$ cat config.mk
export PLATFORM = sky130hd
export DESIGN_NAME = pingpong_counter_bank
export DESIGN_NICKNAME = d
export VERILOG_FILES = /design/src/rtl/pingpong_counter_bank_pkg.sv /design/src/rtl/pingpong_counter_bank_lane.sv /design/src/rtl/pingpong_counter_bank.sv
export SDC_FILE = /design/constraint.sdc
export NUM_CORES = 1
export LEC_CHECK = 0
export CAP_MARGIN = 20
export CORE_ASPECT_RATIO = 1.75
export CORE_UTILIZATION = 50
export DETAILED_ROUTE_END_ITERATION = 12
export PLACE_DENSITY = 0.75
export SYNTH_ARGS = -nofsm -noshare
export SYNTH_HDL_FRONTEND = slang
export SYNTH_HIERARCHICAL = 1
export SYNTH_SLANG_ARGS = --single-unit
$ cat constraint.sdc
create_clock -name clk -period 11.65 [get_ports clk]
set_input_delay 1.7475 -clock clk [delete_from_list [all_inputs] [get_ports clk]]
set_output_delay 1.7475 -clock clk [all_outputs]
set_load 0.05 [all_outputs]
$ cat src/rtl/pingpong_counter_bank_pkg.sv
// pingpong_counter_bank_pkg: mode encodings shared by the counter bank and its lanes
package pingpong_counter_bank_pkg;
  typedef enum logic [1:0] {
    PP_MODE_PINGPONG  = 2'b00,
    PP_MODE_WRAP_UP   = 2'b01,
    PP_MODE_WRAP_DOWN = 2'b10,
    PP_MODE_ONESHOT   = 2'b11
  } pp_mode_t;
endpackage

$ cat src/rtl/pingpong_counter_bank_lane.sv
// pingpong_lane: one bounded up/down counter channel with load, resync and four counting modes
module pingpong_lane
  import pingpong_counter_bank_pkg::*;
#(
  parameter int WIDTH = 8
) (
  input  logic             clk,
  input  logic             rst_n,
  input  logic             enable,
  input  logic             flip,
  input  logic             load,
  input  logic             cfg_err,
  input  logic [WIDTH-1:0] load_val,
  input  logic [WIDTH-1:0] min,
  input  logic [WIDTH-1:0] max,
  input  logic [WIDTH-1:0] step,
  input  pp_mode_t         mode,
  output logic [WIDTH-1:0] out,
  output logic             direction,
  output logic             evt
);
  logic [WIDTH:0]   up_sum, dn_diff;
  logic [WIDTH-1:0] up_n, dn_n, out_n;
  logic             dir_n, evt_n, at_min, at_max, in_range;
  // One clamped step each way from the current count; at a bound these equal the
  // turnaround values, since then out is min or max itself.
  always_comb begin
    up_sum   = {1'b0, out} + {1'b0, step};
    dn_diff  = {1'b0, out} - {1'b0, step};
    up_n     = (up_sum > {1'b0, max}) ? max : up_sum[WIDTH-1:0];
    dn_n     = (dn_diff[WIDTH] || dn_diff[WIDTH-1:0] < min) ? min : dn_diff[WIDTH-1:0];
    at_min   = out == min;
    at_max   = out == max;
    in_range = out >= min && out <= max;
  end
  // Next-state selection in priority order: cfg hold, load, resync, degenerate range, mode step.
  always_comb begin
    out_n = out;
    dir_n = direction;
    evt_n = 1'b0;
    if (cfg_err) begin
    end else if (load) begin
      out_n = (load_val >= min && load_val <= max) ? load_val : min;
      dir_n = 1'b1;
    end else if (enable) begin
      if (!in_range) begin
        out_n = min;
        dir_n = 1'b1;
      end else if (min == max) begin
        out_n = min;
      end else if (mode == PP_MODE_PINGPONG) begin
        if (flip && !at_min && !at_max) begin
          dir_n = !direction;
          out_n = direction ? dn_n : up_n;
        end else if (direction) begin
          out_n = at_max ? dn_n : up_n;
          dir_n = !at_max;
          evt_n = at_max;
        end else begin
          out_n = at_min ? up_n : dn_n;
          dir_n = at_min;
          evt_n = at_min;
        end
      end else if (mode == PP_MODE_WRAP_UP) begin
        dir_n = 1'b1;
        out_n = at_max ? min : up_n;
        evt_n = at_max;
      end else if (mode == PP_MODE_WRAP_DOWN) begin
        dir_n = 1'b0;
        out_n = at_min ? max : dn_n;
        evt_n = at_min;
      end else begin
        dir_n = 1'b1;
        out_n = up_n;
        evt_n = !at_max && up_n == max;
      end
    end
  end
  // Channel state registers with asynchronous clear.
  always_ff @(posedge clk or negedge rst_n) begin
    if (!rst_n) begin
      out       <= '0;
      direction <= 1'b1;
      evt       <= 1'b0;
    end else begin
      out       <= out_n;
      direction <= dir_n;
      evt       <= evt_n;
    end
  end
endmodule

$ cat src/rtl/pingpong_counter_bank.sv
// pingpong_counter_bank: NCH independent bounded counters sharing bounds, step and mode
module pingpong_counter_bank
  import pingpong_counter_bank_pkg::*;
#(
  parameter int WIDTH = 8,
  parameter int NCH   = 4
) (
  input  logic                 clk,
  input  logic                 rst_n,
  input  logic [NCH-1:0]       enable,
  input  logic [NCH-1:0]       flip,
  input  logic [NCH-1:0]       load,
  input  logic [WIDTH-1:0]     load_val,
  input  logic [WIDTH-1:0]     min,
  input  logic [WIDTH-1:0]     max,
  input  logic [WIDTH-1:0]     step,
  input  logic [1:0]           mode,
  output logic [NCH*WIDTH-1:0] out,
  output logic [NCH-1:0]       direction,
  output logic [NCH-1:0]       evt,
  output logic                 cfg_err
);
  logic [WIDTH-1:0] step_eff;
  // Shared configuration checks, computed once for all lanes; a zero step counts as one.
  always_comb begin
    cfg_err  = min > max;
    step_eff = (step == '0) ? WIDTH'(1) : step;
  end
  for (genvar i = 0; i < NCH; i++) begin : g_lane
    pingpong_lane #(.WIDTH(WIDTH)) u_lane (
      .clk       (clk),
      .rst_n     (rst_n),
      .enable    (enable[i]),
      .flip      (flip[i]),
      .load      (load[i]),
      .cfg_err   (cfg_err),
      .load_val  (load_val),
      .min       (min),
      .max       (max),
      .step      (step_eff),
      .mode      (pp_mode_t'(mode)),
      .out       (out[i*WIDTH +: WIDTH]),
      .direction (direction[i]),
      .evt       (evt[i])
    );
  end
endmodule

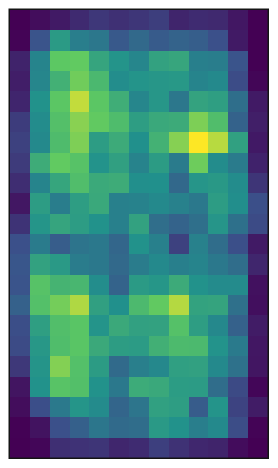
(run_1/metal_density.png)
Drawn at 2 px/um. The die is cut into 13 by 22 equal tiles; dark purple is low, yellow is high, scaled to the fullest tile. Values are wire area over tile area, all layers added.
tiles over half the peak: 42%
mean over tiles: 0.37
nearly empty tiles: 4.2%
wire length after detailed routing: 59.9 mm
routed length per placed instance: 26.2 um
total global-route track usage: 41.9%
routed via count: 16.1k

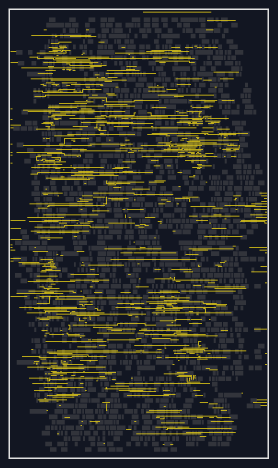
(run_1/layer_met3.png)
Drawn at 2 px/um.
share of all routed wire: 9.5%
nets with wire on the layer: 335
met3 GRT Util: 8.43%

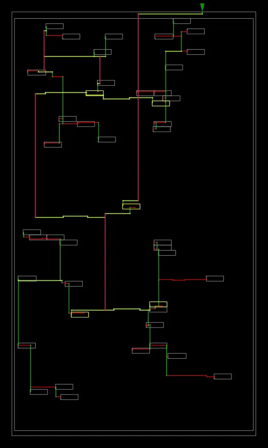
(run_1/clocks.png)
power attributed to the clock group: 0.152 mW
number of buffers added by the clock tree synthesis step: 5
clock network latency to the later pin of the worst-skew pair: 0.33 ns
final worst clock skew: 0.00213 ns
Clock Buffer Count: 5

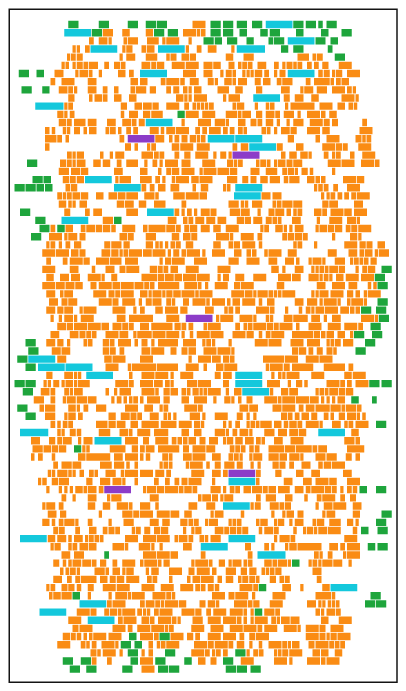
(run_1/placement_by_type.png)
Drawn at 3 px/um.
| color | class | cells | share of their area |
|---|---|---|---|
| purple | clock drivers | 5 | 0.84% |
| cyan | flops | 40 | 6.8% |
| green | other buffers and delay cells | 118 | 7.3% |
| orange | combinational and other logic | 1757 | 85% |
sequential fraction of total cell area: 6.55%
finished layout cell area: 15300 um2

==> notes.md, run 1 <==
This memo summarizes the results of the implementation run.

Cells and area
The number of sequential cells is 40. Counting flops per register, the top entry is g_lane.u_lane/out. The top cell type in the final layout, fill and taps aside, is sky130_fd_sc_hd__ha_1. The share of the core filled with cells is 56.0%. By area, logic gates come first.

After layout the clock buffers and inverters come to 0.815% of cell area. The inverter tally of the final layout excluding the clock network is 158. Counting plain and timing-repair buffers in the layout gives 118. The final layout report lists a filler cell count of 2718. In the layout the commonest cells are sky130_fd_sc_hd__ha_1, sky130_fd_sc_hd__inv_1, sky130_fd_sc_hd__nand2_1. The logic gate fraction of the total cell area is 78.7%. The fraction of final cell area spent on non-clock buffers in this run is 7.06%. 1599 cells are multi-input combinational gates. The combinational gate area is 12100 um2. Relative to the synthesized area, the layout overhead comes to 9.19%. For this run, the script counts the antenna cells in the layout as 0.

Global routing
The pin count of the biggest net entering global routing is 55. The initial antenna violation count came to 0. The wire length of the first global-routing pass is 90.9 mm. Routing resource usage on met1 recorded by global route was 46.9%. The total overflow reported by the global router is 0. The via count of the first global-routing pass is 15.7k.

Timing
Setup repair after global routing left no endpoint under its margin. The clock period minus final worst setup slack is 7.03 ns. Counting endpoints that fail hold in the final report gives 0.

Timing would allow up to 0.142 GHz. The pin closest to its max-slew limit shows a slew of 1.17 ns. The worst slew slack as a fraction of its limit is 21.9%. The total count of max-transition violations in the final report is 0. The final timing report gives a worst setup slack of 4.62 ns. The worst hold slack after final layout is 0.550 ns.

Of the available clock period, the critical path in the final layout requires 60.3%.

Placed design
The standard cell area after detailed placement is 15200 um2. Detailed placement ended at an HPWL of 42.9 mm. The cell total after placement is 2283. STA on the placed design reports a worst setup slack of 4.41 ns.

Critical path
Per the timing report, the biggest fanout along the worst path comes to 13. STA shows the worst reg2reg path with a cell count of 14. The critical path contains buffers and inverters numbering 2 combined. The type of the worst setup path is in -> reg. On the critical path the largest part of the delay comes from AND-OR/OR-AND gates. The end point of the critical path is g_lane[2].u_lane/out[3]. Data arrives at the worst endpoint at 7.24 ns. The critical path's slowest cell is sky130_fd_sc_hd__clkdlybuf4s50_1. The sort of element at the end of the critical path is a register. The slack of the worst reg-to-reg path is 6.78 ns. On the worst path, the slowest cell contributes a delay of 0.91 ns. The critical path startpoint category is an input port. The OpenROAD report gives the critical path a required time of 11.87 ns. The timing report shows the most common cell along the critical path to be sky130_fd_sc_hd__ha_1. Counting buffers and inverters, the worst setup path is 18 cells deep. For reference, the critical path cell chain is clkdlybuf4s50_1 -> nor3_1 -> a21o_1 -> ha_1 -> fa_1 -> nand2b_4 -> o2bb2ai_2 -> a211oi_1 -> and4b_1 -> inv_1 -> ha_1 -> a211oi_2 -> nand2b_1 -> o221a_2 -> nor3_2 -> mux2_2 -> a221oi_1 -> a31oi_1. For the worst reg-to-reg path, the startpoint reported by OpenROAD is g_lane[2].u_lane/out[4].

Power
Per report_power, the Sequential row totals 0.331 mW. The sequential share of power is 9.9%. The internal power consumption is 1.34 mW. Per report_power, the clock group accounts for 4.6% of the total. The total power is 3.33 mW. The peak ir drop on the vdd network is 0.000110 V. The script computed the net switching share of total power as 59.6%. The combinational share of power is 85.5%.

The static power due to leakage is 6.71 nW. The flow reports power dissipated in combinational cells as 2.84 mW.

Clock tree
The H-tree level count is 2. The clock passes through at most 2 buffers. The tree is rooted in a sky130_fd_sc_hd__clkbuf_16. The number of setup buffers added after CTS is 0. The TritonCTS clock tree is done.

Logic synthesis
Yosys mapped a number of flops with a built-in enable equal to 0. The number of warning messages in the yosys log is 6. The synth_stat.txt file lists the number of cells as 1877. The area fraction in compound gates after synthesis is 30.2%. The flip-flop cell with the highest count after synthesis is sky130_fd_sc_hd__dfrtp_1.

The floorplan net count is 2193. In this run, the synthesized area fraction spent on and/or/nand/nor cells is recorded as 20.5%. Sorting the synthesized cells by area gives the leading types as sky130_fd_sc_hd__ha_1, sky130_fd_sc_hd__dfrtp_1, sky130_fd_sc_hd__a21oi_1, sky130_fd_sc_hd__o21ai_0, sky130_fd_sc_hd__inv_1.

sky130_fd_sc_hd__ha_1 takes more of the synthesized area than any other cell. After synthesis, the netlist uses 104 different library cells. The synthesis area per yosys is 14100 um2. Sorting the synthesized cells by how often they occur yields sky130_fd_sc_hd__ha_1, sky130_fd_sc_hd__inv_1, sky130_fd_sc_hd__nand2_1, sky130_fd_sc_hd__nor2_1, sky130_fd_sc_hd__a21oi_1. The synthesized netlist devotes 24.3% of its cell area to adder and majority cells. Yosys instantiated no cell more often than sky130_fd_sc_hd__ha_1. The synthesized netlist occupies a cell area of 14100 um2.

Route
The via density per instance is 7.03. Wire segments on met2 add up to 27.0 mm in the final route. The highest routing layer actually used is met4. Per the detail_route log, met3 wirelength is 5.71 mm.

The number of iterations in the first detailed-routing pass is 7. The number of design rule violations left after detail routing is 0. After the first detailed-routing iteration, the DRC count stood at 1608.

Floorplan
The total number of tap cells is 369. The x dimension of the die is 129 um. In this run the count of I/O pins placed on the die edge is 89. The die is 224 um tall.

Per the OpenROAD floorplan log, the area of the die is 28800 um2. The floorplan has 80 rows.

Hold path
The path class of the tightest hold or removal check is reg -> reg. Along the worst hold path, the cell count comes to 1. In this run the most critical hold path is launched from g_lane[3].u_lane/direction.

Status
The flow ran to the end, and the final reports show no timing, DRC or antenna violations.

Flow run
The logs give a warning total of 58.
==> run_1/sizes.png <==
Drawn at 1.5 px/um.
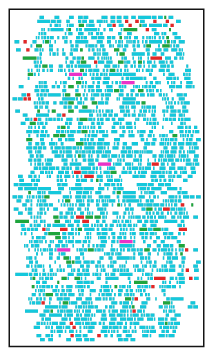

==> run 1 -> run 2 <==
--- a/config.mk
+++ b/config.mk
@@ -9,7 +9,7 @@
 export CORE_ASPECT_RATIO = 1.75
 export CORE_UTILIZATION = 50
 export DETAILED_ROUTE_END_ITERATION = 12
-export PLACE_DENSITY = 0.75
+export PLACE_DENSITY = 0.78
 export SYNTH_ARGS = -nofsm -noshare
 export SYNTH_HDL_FRONTEND = slang
 export SYNTH_HIERARCHICAL = 1
==> constraint.sdc (replaced) <==
create_clock -name clk -period 6.34 [get_ports clk]
set_input_delay 0.951 -clock clk [delete_from_list [all_inputs] [get_ports clk]]
set_output_delay 0.951 -clock clk [all_outputs]
set_load 0.05 [all_outputs]
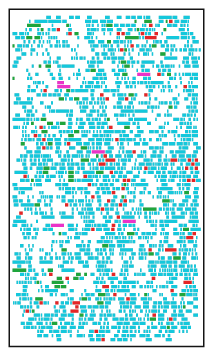
(run_2/sizes.png)
Drawn at 1.5 px/um.
| color | size | cells |
|---|---|---|
| red | _3 and _4 cells | 80 |
| magenta | _6 and larger | 6 |
| green | _2 cells | 87 |
| cyan | _0 and _1 cells | 1790 |
Layout Area Growth over Synthesis: 11.5%
final worst-path setup slack: 0.662 ns
finished layout cell area: 15700 um2
buffers outside the clock class: 158

==> notes.md, run 2 <==
This memo summarizes the results of the implementation run.

Status
The flow ran to the end, and the final reports show no timing, DRC or antenna violations.

Critical path
STA classifies the critical path endpoint as a register. Setup slack on the worst reg-to-reg path comes out at 1.58 ns. The total number of cells along the worst setup path is 17.

The data required time reported for the critical path is 6.53 ns. On the critical path, the stage with the largest delay is an instance of sky130_fd_sc_hd__and3b_1. On the critical path the largest part of the delay comes from AND-OR/OR-AND gates. The type of the worst setup path is in -> reg. At the worst endpoint, the arrival time is 5.87 ns.

The number of buffer and inverter instances along the worst setup path is 1.

Logic synthesis
Post-synthesis, Yosys gives the total cell area as 14100 um2. The area fraction in full adders, half adders and majority gates is 24.3%. The synthesis report lists the most area-consuming cells as sky130_fd_sc_hd__ha_1, sky130_fd_sc_hd__dfrtp_1, sky130_fd_sc_hd__a21oi_1, sky130_fd_sc_hd__o21ai_0, sky130_fd_sc_hd__inv_1.

sky130_fd_sc_hd__ha_1 takes more of the synthesized area than any other cell. The number of synthesized flops with an enable pin is 0. The floorplan net count is 2193.

The area of the mapped netlist is 14100 um2. Post-synth the commonest register cell is sky130_fd_sc_hd__dfrtp_1. The most common cell in the synthesized netlist is sky130_fd_sc_hd__ha_1. By count the netlist is led by sky130_fd_sc_hd__ha_1, sky130_fd_sc_hd__inv_1, sky130_fd_sc_hd__nand2_1, sky130_fd_sc_hd__nor2_1, sky130_fd_sc_hd__a21oi_1.

Global routing
The initial antenna violation count was 0. The total global routing track utilization is 44.4%. Global routing finished with a remaining overflow of 0. The via count of the first global-routing pass came to 16.1k.

Timing
For the pin with the worst max-slew slack, the measured transition is 1.00 ns. Per the timing report, the achievable frequency comes out to 0.176 GHz. The total count of max-transition violations in the final report is 0. Setup repair after global routing left no endpoint under its margin. The number of hold violations in the final report is 0.

After layout, the worst path uses 89.6% of the clock period. The worst hold slack after final layout is 0.554 ns. The worst slew slack as a fraction of its limit is 33.1%.

Clock tree
Looking at the clock tree report, the H-tree level count equals 2. Per the CTS log, the root buffer master is sky130_fd_sc_hd__clkbuf_16. Buffers inserted during clock tree synthesis total 5.

The insertion delay at the late pin of the worst-skew pair is 0.32 ns. TritonCTS built the clock tree. The maximum count of clock buffers along a single path is 2. Per the repair_timing log after CTS, setup buffers inserted total 0.

Cells and area
The count of multi-input combinational gates is 1599. For this run, the share of the core covered by cells in the final layout is 57.1%. The logic gate fraction of the total cell area is 77.1%. In the layout the commonest cells are sky130_fd_sc_hd__ha_1, sky130_fd_sc_hd__inv_1, sky130_fd_sc_hd__nand2_1.

The layout report lists the multi-input gate area as 12100 um2. The layout has 2706 filler cells. The final layout report lists a clock buffer count of 8. The top cell type in the final layout, fill and taps aside, is sky130_fd_sc_hd__ha_1.

The cell class ranked first by area is logic gates.

Power
The internal power consumption is 2.58 mW. The static power due to leakage is 6.91 nW. The power drawn by the clock network is 0.292 mW. The fraction of power spent switching nets is 59.0%. For the combinational group, total power comes out at 5.38 mW. Per report_power, the combinational group accounts for 85.5% of the total.

Hold path
For the worst min-delay path, the startpoint reported by OpenROAD is g_lane[3].u_lane/direction.

Floorplan
The die is 224 um tall. The area enclosed by the die boundary is 28800 um2. For this design the top-level I/O count stands at 89.

Route
The met2 wirelength from detailed routing is 29.3 mm. After detailed routing, no signal wire sits above met4. The number of iterations in the first detailed-routing pass is 6. For this block, the via count after detailed routing is 16.3k. In the routed design, unresolved DRC markers number 0.

The average wire length per cell after detail routing is 27.4 um. The count of routing violations after the opening detailed-route iteration is 1487. The via density per instance is 7.00.

Flow run
OpenROAD emitted warnings numbering 58.

Placed design
The placed wire-length estimate after detailed placement is 48.4 mm. The setup slack at placement is 0.446 ns. The post-placement cell area is 15500 um2.
No activity file was given, so power comes from the tool's default toggle rates.
